**Selected gate families**

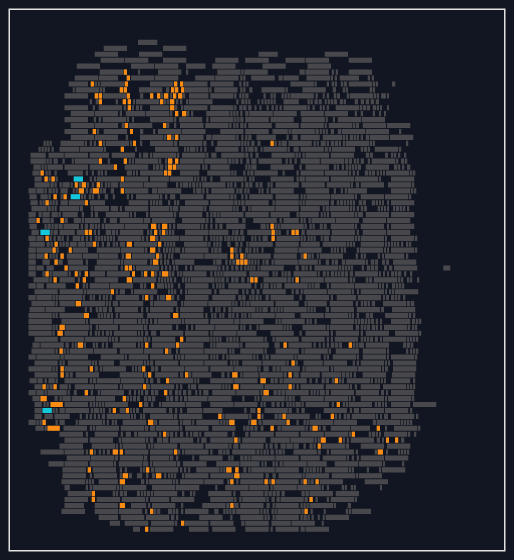
**Wiring by layer**

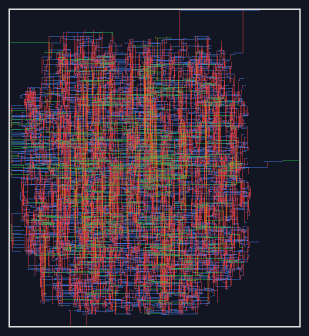
**src/rtl/noc_pkg.sv**
```systemverilog
// Shared NoC packet layout, writeback FSM states and the activation conversion.
// Latency: none (types, constants and a combinational helper only).
// Backpressure: not applicable.
package noc_pkg;

   localparam int PKT_W   = 20;
   localparam int ID_W    = 5;
   localparam int DATA_W  = 10;
   localparam int OUT_W   = 8;

   // Field offsets inside a packet: {src, dst, sum}
   localparam int SUM_LSB = 0;
   localparam int DST_LSB = DATA_W;
   localparam int SRC_LSB = DATA_W + ID_W;

   localparam int SAT_MAX = (2 ** OUT_W) - 1;

   typedef struct packed {
      logic [ID_W-1:0]   src;
      logic [ID_W-1:0]   dst;
      logic [DATA_W-1:0] sum;
   } noc_pkt_t;

   typedef enum logic [1:0] {
      IDLE,
      RUN,
      REPORT
   } wb_state_t;

   // Two's-complement sum to unsigned activation. With relu_en the negative half
   // collapses to 0; without it the magnitude is kept. -2^(DATA_W-1) negates to
   // itself, which reads as a large unsigned magnitude and therefore saturates.
   function automatic logic [OUT_W-1:0] relu_sat(input logic [DATA_W-1:0] sum,
                                                 input logic              relu_en);
      logic [DATA_W-1:0] mag;
      logic [OUT_W-1:0]  res;
      mag = sum[DATA_W-1] ? ((~sum) + DATA_W'(1)) : sum;
      if (sum[DATA_W-1] && relu_en)
         res = '0;
      else if (mag > DATA_W'(SAT_MAX))
         res = '1;
      else
         res = mag[OUT_W-1:0];
      return res;
   endfunction

endpackage

```
**src/rtl/ofmap_ram.sv**
```systemverilog
// Output-feature-map buffer: one write port, one registered read port, no content reset.
// Latency: write visible to a read issued the next cycle; read data 1 cycle after rd_en.
// Backpressure: none; a same-address read and write in one cycle returns the old word.
module ofmap_ram
   import noc_pkg::*;
#(
   parameter int DEPTH = 75,
   parameter int AW    = 7
) (
   input  logic             clk,
   input  logic             rst,
   input  logic             i_wr_en,
   input  logic [AW-1:0]    i_wr_addr,
   input  logic [OUT_W-1:0] i_wr_data,
   input  logic             i_rd_en,
   input  logic [AW-1:0]    i_rd_addr,
   output logic [OUT_W-1:0] o_rd_data
);

   localparam logic [AW-1:0] DEPTH_A = AW'(DEPTH);

   logic [OUT_W-1:0] r_mem [DEPTH];
   logic [OUT_W-1:0] r_rd_data;

   // Storage array; the pointer never exceeds DEPTH-1, the guard keeps it in bounds anyway
   always_ff @(posedge clk) begin
      if (i_wr_en && (i_wr_addr < DEPTH_A))
         r_mem[i_wr_addr] <= i_wr_data;
   end

   // Registered read; nonblocking update of r_mem gives read-old-data on collisions
   always_ff @(posedge clk) begin
      if (rst)
         r_rd_data <= '0;
      else if (i_rd_en)
         r_rd_data <= (i_rd_addr < DEPTH_A) ? r_mem[i_rd_addr] : '0;
   end

   assign o_rd_data = r_rd_data;

endmodule

```
**src/rtl/ofmap_writeback.sv**
```systemverilog
// NoC sink: filters packets by destination, applies ReLU/saturation, stores results in order.
// Latency: accept-to-readable 1 cycle; done_valid rises the cycle after the final accept.
// Backpressure: in_ready high only in RUN (one packet per cycle); done report held until done_ready.
module ofmap_writeback
   import noc_pkg::*;
#(
   parameter int              TOT_NUM = 75,
   parameter logic [ID_W-1:0] MY_ID   = '0,
   parameter bit              RELU_EN = 1'b1
) (
   input  logic             clk,
   input  logic             rst,
   input  logic             in_valid,
   output logic             in_ready,
   input  logic [PKT_W-1:0] in_data,
   input  logic             start,
   output logic             done_valid,
   input  logic             done_ready,
   input  logic             rd_en,
   input  logic [6:0]       rd_addr,
   output logic [OUT_W-1:0] rd_data,
   output logic [6:0]       wr_ptr,
   output logic [7:0]       drop_cnt
);

   localparam logic [6:0] LAST_IDX = 7'(TOT_NUM - 1);

   wb_state_t         r_state;
   logic              r_in_ready;
   logic              r_done_valid;
   logic [6:0]        r_wr_ptr;
   logic [7:0]        r_drop_cnt;

   logic [ID_W-1:0]   w_dst;
   logic [DATA_W-1:0] w_sum;
   logic [ID_W-1:0]   w_unused_src;
   logic              w_accept;
   logic              w_mine;
   logic              w_wr_en;
   logic [OUT_W-1:0]  w_wr_data;

   assign w_dst        = in_data[DST_LSB +: ID_W];
   assign w_sum        = in_data[SUM_LSB +: DATA_W];
   assign w_unused_src = in_data[SRC_LSB +: ID_W];

   assign w_accept  = in_valid && r_in_ready;
   assign w_mine    = (w_dst == MY_ID);
   assign w_wr_en   = w_accept && w_mine;
   assign w_wr_data = relu_sat(w_sum, RELU_EN);

   // Layer control: IDLE -> RUN on start, RUN -> REPORT on the last store, REPORT -> IDLE on ack
   always_ff @(posedge clk) begin
      if (rst) begin
         r_state      <= IDLE;
         r_in_ready   <= 1'b0;
         r_done_valid <= 1'b0;
         r_wr_ptr     <= '0;
         r_drop_cnt   <= '0;
      end else begin
         case (r_state)
            IDLE: begin
               if (start) begin
                  r_state    <= RUN;
                  r_in_ready <= 1'b1;
                  r_wr_ptr   <= '0;
                  r_drop_cnt <= '0;
               end
            end
            RUN: begin
               if (w_accept) begin
                  if (w_mine) begin
                     r_wr_ptr <= r_wr_ptr + 7'd1;
                     if (r_wr_ptr == LAST_IDX) begin
                        r_state      <= REPORT;
                        r_in_ready   <= 1'b0;
                        r_done_valid <= 1'b1;
                     end
                  end else if (r_drop_cnt != 8'hFF) begin
                     r_drop_cnt <= r_drop_cnt + 8'd1;
                  end
               end
            end
            REPORT: begin
               if (done_ready) begin
                  r_state      <= IDLE;
                  r_done_valid <= 1'b0;
               end
            end
            default: begin
               r_state      <= IDLE;
               r_in_ready   <= 1'b0;
               r_done_valid <= 1'b0;
            end
         endcase
      end
   end

   ofmap_ram #(
      .DEPTH (TOT_NUM),
      .AW    (7)
   ) u_ram (
      .clk       (clk),
      .rst       (rst),
      .i_wr_en   (w_wr_en),
      .i_wr_addr (r_wr_ptr),
      .i_wr_data (w_wr_data),
      .i_rd_en   (rd_en),
      .i_rd_addr (rd_addr),
      .o_rd_data (rd_data)
   );

   assign in_ready   = r_in_ready;
   assign done_valid = r_done_valid;
   assign wr_ptr     = r_wr_ptr;
   assign drop_cnt   = r_drop_cnt;

endmodule
```
**config.mk**
```make
export PLATFORM = sky130hd
export DESIGN_NAME = ofmap_writeback
export DESIGN_NICKNAME = d
export VERILOG_FILES = /design/src/rtl/noc_pkg.sv /design/src/rtl/ofmap_ram.sv /design/src/rtl/ofmap_writeback.sv
export SDC_FILE = /design/constraint.sdc
export NUM_CORES = 1
export LEC_CHECK = 0
export ABC_AREA = 1
export CORE_ASPECT_RATIO = 1.1
export CORE_MARGIN = 8
export CORE_UTILIZATION = 55
export CTS_CLUSTER_SIZE = 8
export DETAILED_ROUTE_END_ITERATION = 10
export HOLD_SLACK_MARGIN = 0.02
export MAX_ROUTING_LAYER = met4
export PLACE_DENSITY = 0.83
export RECOVER_POWER = 50
export REMOVE_ABC_BUFFERS = 1
export SYNTH_ARGS = -nofsm -noshare
export SYNTH_HDL_FRONTEND = slang
export SYNTH_SLANG_ARGS = --single-unit
```
**constraint.sdc**
```tcl
create_clock -name clk -period 4.85 [get_ports clk]
set_clock_uncertainty 0.05 [all_clocks]
set_input_delay 1.455 -clock clk [delete_from_list [all_inputs] [get_ports clk]]
set_output_delay 1.455 -clock clk [all_outputs]
set_load 0.02 [all_outputs]
```
==> flow_summary.yaml <==
# implementation run metrics
run_status:
  status: "complete, but fails checks"
  violations: "capacitance limit, slew limit"
run:
  warnings: 40
  drv_cap: 1
cells_and_area:
  comb_area_share_pct: 21.4
  nonClockBufferCount: 159
  layout.cells.most_common: "nand2_1"
  areaGrowthSynthToFinish_pct: 14.4
  bufAreaShareNonClock_pct: 4.30
  regMostFlops: "u_ram.r_mem"
  seqCellArea_um2: 18600
  final_nets: 2673
  most-common-layout-cells: "nand2_1 (654), edfxtp_1 (600), nand3_1 (324), nor2_1 (273), inv_1 (256)"
  seq_area_share_pct: 60.6
  seq_cells: 627
  clk_share_pct: 7.75
  largest_class: "sequential cells"
  drive_gt1_share_pct: 7.31
  logic_gate_count: 1495
  largest_register_ffs: 600
  antenna_cells: 1
  utilization_pct: 63.1
setup_path:
  cp-start-kind: "input port"
  worstSetupEndpoint: "u_ram.r_mem[38][1]$_DFFE_PP_"
  worst-path-max-fanout: 31
  critPathRequiredTime_ns: 5.06
pwr:
  ir_drop_uv: 297
  powerDensity_nw_per_um2: 396
  p_total_uw: 12100
synthesis:
  async_reset_ff_share_pct: 0
  synthTopCellsByCount: "nand2_1 (654), edfxtp_1 (600), nand3_1 (321), nor2_1 (275), inv_1 (256)"
  edf_count: 600
  synthSimpleGateAreaFrac_pct: 19.8
  ys_seq_elements: 627
  yosys.area.top_type: "edfxtp_1"
  syn-instance-count: 2516
  synth-adder-area-share_pct: 0.187
  syn_area_um2: 26800
  aoi_share_pct: 4.30
  yosysMostFrequentCell: "nand2_1"
  top_area_share_pct: 67.3
  ys_sh_xor_pct: 0.0654
  ys_dominant_reg_cell: "edfxtp_1"
  synthTopLogicFamily: "simple AND/OR/NAND/NOR gates"
global_routing:
  grt_util_all_layers_pct: 24.3
  grt_start_max_net_pins: 136
  use_met1_pct: 29.9
  grt_pass1_vias: 19243
  grt_pass1_wl_um: 103000
sta:
  setup_viol: 0
  final-hold-violation-count: 0
  final-max-slew-violation-count: 32
  rsz0062_at_grt: "no"
route:
  dr_wl_met3_um: 7000
  viasPerCell: 5.81
  routedLengthMet1_um: 24500
  vias: 19282
  drt_iter0_drc: 2379
  drt_first_pass_iters: 6
  routed_wl_um: 66200
floorplan:
  boundaryPins: 58
  dieArea_um2: 56000
  core_area_um2: 48500
  initCoreUtil_pct: 55.2
  fp.dieH_um: 247
hold_path:
  hold_class: "flip-flop to flip-flop"
  hold_start: "drop_cnt[4]$_SDFFE_PP0P_"
cts:
  cts_max_level: 3
  post_cts_buffers: 0
  cts.path.max_buffers: 3
  cts_tree: "built"
  numCtsBuffers: 88
placement:
  gp_congestion: 0.896
  dpl_cell_area_um2: 28400
## Picture notes: 'selected gate families'
Key: orange = aoi and oai cells [cells 206, most used o21ai_1]; cyan = fa/ha/maj cells [cells 4, most used ha_1]

## Picture notes: 'wiring by layer'
Key: green = metal 3 [wire length 7,000 um]; orange = metal 4 [wire length 3,020 um]; red = metal 2 [wire length 31.7 mm]; blue = metal 1 [wire length 24.5 mm]

[where the power goes]
part           switching [uW]  leakage, uW  internal (uW)
Combinational             552      0.00509            195
Clock                    2100      0.00115           3290
Sequential               9.01      0.00565           5980
Total                    2660       0.0119           9470
[stage by stage]
step | hold WS (ns) | instances | setup WS, ns
after floorplan | 0.461 | 2387 | 0.0262
after global placement | 0.404 | 3198 | 0.772
after detailed placement | 0.405 | 3198 | 0.760
after CTS | 0.419 | 3318 | 1.40
after global routing | 0.461 | 3319 | 0.610
final | 0.416 | 3319 | 0.750
[critical path, stage by stage]
cell and delay, ns:
dlygate4sd3_1 0.53, inv_1 0.07, a21oi_2 1.39, clkbuf_1 0.83
Power figures rest on the tool's default switching activity, not on a simulated workload.
